### Metal 2

Drawn at 8 px/µm.
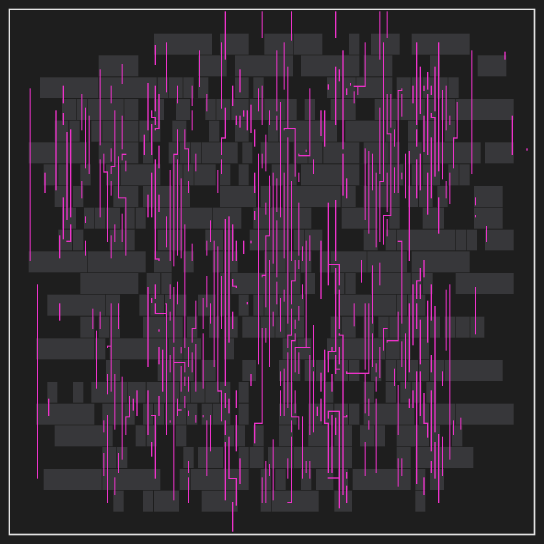
### Ports around the boundary

Drawn at 8 px/µm. Pins as bars across the die edge, other pins in gray.
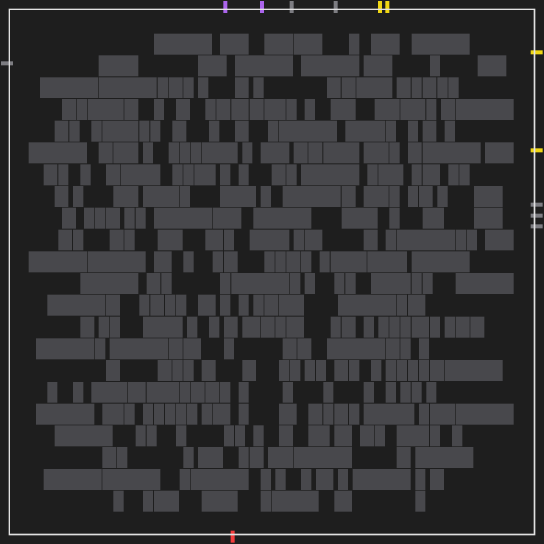
### Routing congestion

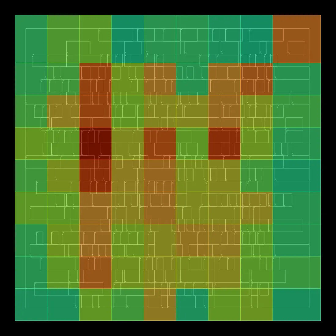
### src/rtl/light_mode_controller.sv
// rtl/light_mode_controller.sv - rear light mode sequencer, blink-rate register and beat prescaler
// Define FLASH_MODE_EN to add the FLASH mode (1 beat on, 3 beats off) to the mode cycle.
module light_mode_controller #(
  parameter int RATE_W       = 4,
  parameter int RATE_DEFAULT = 2,
  parameter int RATE_MIN     = 1,
  parameter int RATE_MAX     = 15,
  parameter int BEAT_DIV     = 1562500
) (
  input  logic              clk,
  input  logic              reset,
  input  logic              next,
  input  logic              faster,
  input  logic              slower,
  output logic              rear_light,
  output logic [1:0]        mode,
  output logic [RATE_W-1:0] rate,
  output logic              beat
);

  localparam int PRE_W = (BEAT_DIV > 1) ? $clog2(BEAT_DIV) : 1;

  typedef enum logic [1:0] {
    OFF   = 2'b00,
    ON    = 2'b01,
    BLINK = 2'b10,
    FLASH = 2'b11
  } mode_t;

  mode_t             state_q, state_d;
  logic [PRE_W-1:0]  pre_q;
  logic [RATE_W-1:0] rate_q, rate_d;
  logic [RATE_W-1:0] phase_q, phase_d;
  logic [RATE_W:0]   phase_inc;
  logic              light_q, light_d;
  logic              next_prev, faster_prev, slower_prev;
  logic              press_next, press_faster, press_slower;
`ifdef FLASH_MODE_EN
  logic [1:0]        flash_q, flash_d;
`endif

  assign press_next   = next & ~next_prev;
  assign press_faster = faster & ~faster_prev;
  assign press_slower = slower & ~slower_prev;
  assign beat         = (pre_q == PRE_W'(BEAT_DIV - 1));
  assign phase_inc    = {1'b0, phase_q} + {{RATE_W{1'b0}}, 1'b1};

  assign rear_light = light_q;
  assign mode       = state_q;
  assign rate       = rate_q;

  // History regs reset high so a button held through reset is not seen as a press.
  always_ff @(posedge clk) begin
    if (reset) begin
      state_q     <= OFF;
      pre_q       <= '0;
      rate_q      <= RATE_W'(RATE_DEFAULT);
      phase_q     <= '0;
      light_q     <= 1'b0;
      next_prev   <= 1'b1;
      faster_prev <= 1'b1;
      slower_prev <= 1'b1;
`ifdef FLASH_MODE_EN
      flash_q     <= 2'd0;
`endif
    end else begin
      state_q     <= state_d;
      pre_q       <= beat ? '0 : pre_q + PRE_W'(1);
      rate_q      <= rate_d;
      phase_q     <= phase_d;
      light_q     <= light_d;
      next_prev   <= next;
      faster_prev <= faster;
      slower_prev <= slower;
`ifdef FLASH_MODE_EN
      flash_q     <= flash_d;
`endif
    end
  end

  always_comb begin
    state_d = state_q;
    if (press_next) begin
      case (state_q)
        OFF:     state_d = ON;
        ON:      state_d = BLINK;
`ifdef FLASH_MODE_EN
        BLINK:   state_d = FLASH;
`else
        BLINK:   state_d = OFF;
`endif
        default: state_d = OFF;
      endcase
    end
  end

  // A mode change loads entry values and swallows any coincident beat or rate press.
  always_comb begin
    light_d = light_q;
    phase_d = phase_q;
    rate_d  = rate_q;
`ifdef FLASH_MODE_EN
    flash_d = flash_q;
`endif
    if (press_next) begin
      light_d = (state_d != OFF);
      phase_d = '0;
`ifdef FLASH_MODE_EN
      flash_d = 2'd0;
`endif
    end else begin
      case (state_q)
        BLINK: begin
          if (press_faster && !press_slower && rate_q > RATE_W'(RATE_MIN))
            rate_d = rate_q - RATE_W'(1);
          else if (press_slower && !press_faster && rate_q < RATE_W'(RATE_MAX))
            rate_d = rate_q + RATE_W'(1);
          if (beat) begin
            if (phase_inc >= {1'b0, rate_q}) begin
              light_d = ~light_q;
              phase_d = '0;
            end else begin
              phase_d = phase_inc[RATE_W-1:0];
            end
          end
        end
`ifdef FLASH_MODE_EN
        FLASH: begin
          if (beat)
            flash_d = flash_q + 2'd1;
          light_d = (flash_d == 2'd0);
        end
`endif
        default: ;
      endcase
    end
  end

endmodule

### config.mk
export PLATFORM = sky130hd
export DESIGN_NAME = light_mode_controller
export DESIGN_NICKNAME = d
export VERILOG_FILES = /design/src/rtl/light_mode_controller.sv
export SDC_FILE = /design/constraint.sdc
export NUM_CORES = 1
export LEC_CHECK = 0
export ABC_AREA = 1
export ABC_CLOCK_PERIOD_IN_PS = 2650
export CORE_MARGIN = 2
export CORE_UTILIZATION = 55
export DETAILED_ROUTE_END_ITERATION = 6
export PLACE_DENSITY = 0.75
export SLEW_MARGIN = 20
export SYNTH_ARGS = -nofsm -noshare
export SYNTH_HDL_FRONTEND = slang
export SYNTH_SLANG_ARGS = --single-unit
export TNS_END_PERCENT = 100
### constraint.sdc
create_clock -name clk -period 2.65 [get_ports clk]
set_clock_uncertainty 0.1 [all_clocks]
set_input_delay 0.53 -clock clk [delete_from_list [all_inputs] [get_ports clk]]
set_output_delay 0.53 -clock clk [all_outputs]
set_load 0.02 [all_outputs]
==> run summary <==
Flow results are below.

- The most frequent standard cell in the layout excluding fill and tap cells is sky130_fd_sc_hd__nand2_1, for reference.
- The deepest clock path buffer count is 2, for reference.
- The final report lists the setup-violating endpoint count as 0.
- The H-tree was split into 2 levels.
- The count of routing violations after the opening detailed-route iteration is 142, for reference.
- The accumulated negative setup slack is 0 ns, for reference.
- The met1 routed wirelength after detailed routing is 2180 µm, for reference.
- In the synthesized netlist, the number of instances is 304.
- Per the OpenROAD power report, leakage power amounts to 0.967 nW.
- The die outline width is 65.5 µm, for reference.
- The net count reported at finish is 336, for reference.
- Before antenna repair, the detailed router went through 4 iterations.
- The critical path is of the register to primary output type.
- The clock sink total is 35, for reference.
- The cell at the root of the clock tree is sky130_fd_sc_hd__clkbuf_8, for reference.
- Leaving out filler cells and counting taps, the final layout contains 371.
- Entering global routing, the biggest net connects 11 pins.
- The design draws 1.02 mW.
- The post-detailed-route count of antenna-violating nets is 0, for reference.
- At the worst endpoint, the required time is 2.02 ns.
- In this run, power in the clock network comes to 0.429 mW.
- STA classifies the critical path startpoint as a register.
- Row generation in the floorplan step produced 22 rows.
- The part of the power in registers is 53.0%, for reference.
- The power spent charging and discharging nets is 0.226 mW, for reference.
- In the final report, the number of pins over their slew limit comes to 0.
- The die footprint is 4290 µm², for reference.
- Sequential elements use 33.7% of the synthesized area.
- After layout, the minimum clock period comes to 2.24 ns.
- The finished cells cover 2360 µm².
- The stage-log warning count is 28, for reference.
- Prior to clock tree synthesis, the placed netlist has a worst setup slack of 0.333 ns.
- The quantity of I/O buffers inserted on ports is 12, for reference.
- The longest incremental delay of any stage on the critical path is reported as 0.39 ns.
- The post-synthesis average cell area is 6.84 µm², for reference.
- The maximum vdd drop is 287 µV, for reference.
- Per STA, the worst path is made up of ha_1, inv_1, nor3_1, nand4_1, nor2_1, dlymetal6s2s_1.
- Yosys reports a chip area of 2080 µm².
- Summed over all nets, wire length on met2 after detailed routing comes to 1860 µm.
- Per the detailed placement report, the placed cell area equals 2250 µm².
- The total of hold buffers inserted after clock tree synthesis is 0, for reference.
- The final critical-path share of the clock period is 84.6%, for reference.
- Setup repair after global routing left no endpoint under its margin.
- During I/O placement, the number of pins put on the boundary was 13.
- The final core utilization is 64.9%, for reference.
- The multi-input combinational cells in the finished layout cover a total of 1170 µm².
- The share of total power in the clock network is 42.2%, for reference.
- Per the OpenROAD floorplan log, the area of the core is 3630 µm².
- The congestion estimate from routability-driven global placement came to 0.850.
- The arrival time at the worst endpoint is 1.61 ns, for reference.
- After layout, the worst setup slack is 0.408 ns.
- Final hold analysis gives a worst-case slack of 0.375 ns.
- The detailed router reported a total wirelength of 4250 µm.
- Per the detail_route report, DRC violations left total 0.
- The switching part of the total power is 22.3%, for reference.
- The highest routing layer actually used is met4, for reference.
- The sequential group power is 0.539 mW, for reference.
- For this run the detailed placement stage logged an HPWL of 3190 µm.
- Global routing finished with a remaining overflow of 0.
- The part of the total power dissipated in combinational logic is 4.8%, for reference.
- The number of hold violations in the final report is 0, for reference.
- The slew at the pin with the worst max-slew slack is 0.304 ns, for reference.
- Counting the warning lines in the Yosys log gives 0.
- The internal power consumption is 0.790 mW, for reference.
- The worst slew slack as a fraction of its limit is 79.7%, for reference.
- The floorplan core density is 57.2%, for reference.
- The share of cells above drive strength 1 is 10.5%, for reference.
- The height of the die is 65.5 µm, for reference.
- The CTS tree is yes, for reference.
- The clock-pin slew on the worst setup and hold paths is 0.07 ns, for reference.
- In this run, placement finished with an instance count of 363.
- Buffers inserted during clock tree synthesis total 5.
- The post-synthesis net count is 318, for reference.
- The areal power density over the cells is 431 nW/µm², for reference.
- The flow ran to the end, and the final reports show no timing, DRC or antenna violations.
- The number of antenna violations at the first check in global routing is 0, for reference.
- The highest clock frequency the design can meet is 0.446 GHz, for reference.
- For this design, the slowest cell found on the critical path is sky130_fd_sc_hd__dfxtp_1.
- The post-synthesis cell type count is 32, for reference.
- The sum of met3 wire segment lengths after detailed routing is 172 µm, for reference.
- Across the whole layout, storage elements account for 701 µm².
- In the final layout, the fill cell count is 352.
- In the routed layout, each cell is associated on average with a via count of 4.98.
- The register bit total from synthesis is 35, for reference.
- The yosys cell count is 304, for reference.
- In this run the worst path has a maximum fanout of 5.
- The final antenna diode tally reported by the flow is 0.
- Combinational cells consume a total of 0.0489 mW.
- The wire length of the first global-routing pass is 7780 µm, for reference.
- The synthesized netlist occupies a cell area of 2080 µm².
- The later pin in the worst-skew pair is clocked with a latency of 0.29 ns.
- The number of global-route vias before repair is 1779, for reference.
- The highest-power group is registers, for reference.
- STA classifies the critical path endpoint as a primary output.
- The top cell types in the final layout, fill and taps aside, are sky130_fd_sc_hd__nand2_1, sky130_fd_sc_hd__inv_1, sky130_fd_sc_hd__nor2_1.
- The classification of the worst-slack hold path is register to register, for reference.
- Relative to the synthesized area, the layout overhead comes to 13.4%.
- The max capacitance violation total is 0, for reference.
Notes on 'Metal 2' above:
The longest straight run is 26.2 µm. The layer carries 1860 µm of wire. The wires run mostly vertical. The layer holds 44% of the routed length.
global routing usage on met2: 36.2%
via count: 1848

Notes on 'Ports around the boundary' above:
Yellow is rate, pins 4, direction output, edge 2 top, 2 right. Red is beat, pins 1, direction output, edge bottom. Purple is mode, pins 2, direction output, edge top.

Notes on 'Routing congestion' above:
routing usage on met1: 32.4%
layer with the highest usage: met2
GRT Resource Usage Total: 23.2%
per-cell routed wire length: 11.5 µm
met3 Track Usage GR: 4.62%

## flip-flops by register name, summed over array words and instances (netlist names)
signal,cells
rear_light,1
faster_prev,1
phase_q,4
next_prev,1
rate,4
slower_prev,1
mode,2
pre_q,21
## final timing paths
path,from,to,slack (ns),cells past startpoint
setup / recovery,pre_q[0],beat,0.41,6
setup reg to reg,phase_q[0],phase_q[1],0.67,10
hold / removal,phase_q[1],phase_q[1],0.37,2
hold reg to reg,phase_q[1],phase_q[1],0.37,2
## repair_timing
action,4_1_cts,5_1_grt
endpoints found under the setup margin,0,1
endpoints found under the hold margin,0,0
gates resized,0,1
buffers inserted,0,0
## kinds of logic after synthesis
logic type	synth area share, %
XOR/XNOR	5.06
adder cells (fa/ha/maj)	5.42
buffers and inverters	9.81
AND/OR/NAND/NOR	36.7
flip-flops	33.7
AND-OR/OR-AND	9.33
## worst max-delay path, delay by kind of cell (launching register included)
kind          cells  cell delay, ns
flops             1            0.39
simple gates      3            0.38
buf+inv           2            0.31
fa+ha+maj         1            0.25
## synth_stat cells (all sizes together)
cell type  instances  area [µm²]
nand2             67         264
inv               48         180
nor2              47         213
dfxtp             35         701
nand3             29         168
a21oi             20         104
o21ai             12        63.8
ha                 9         113
xor2               9        78.8
nand4              8        50.1
nor3               7        46.3
xnor2              3        26.3
buf                2        15.0
a211oi             1        12.5
a21boi             1        7.51
a31oi              1        6.26
clkbuf             1        3.75
clkinv             1        5.00
nand3b             1        7.51
nor3b              1        7.51
or2                1        6.26
## final cells by class
class                           instances  area share, %
Timing Repair Buffer                   14           5.84
Inverter                               49           7.86
Tap cell                               48           2.55
Clock buffer                            8           4.25
Multi-Input combinational cell        217           49.8
Sequential cell                        35           29.7
Power is estimated from default activity; no workload was simulated.
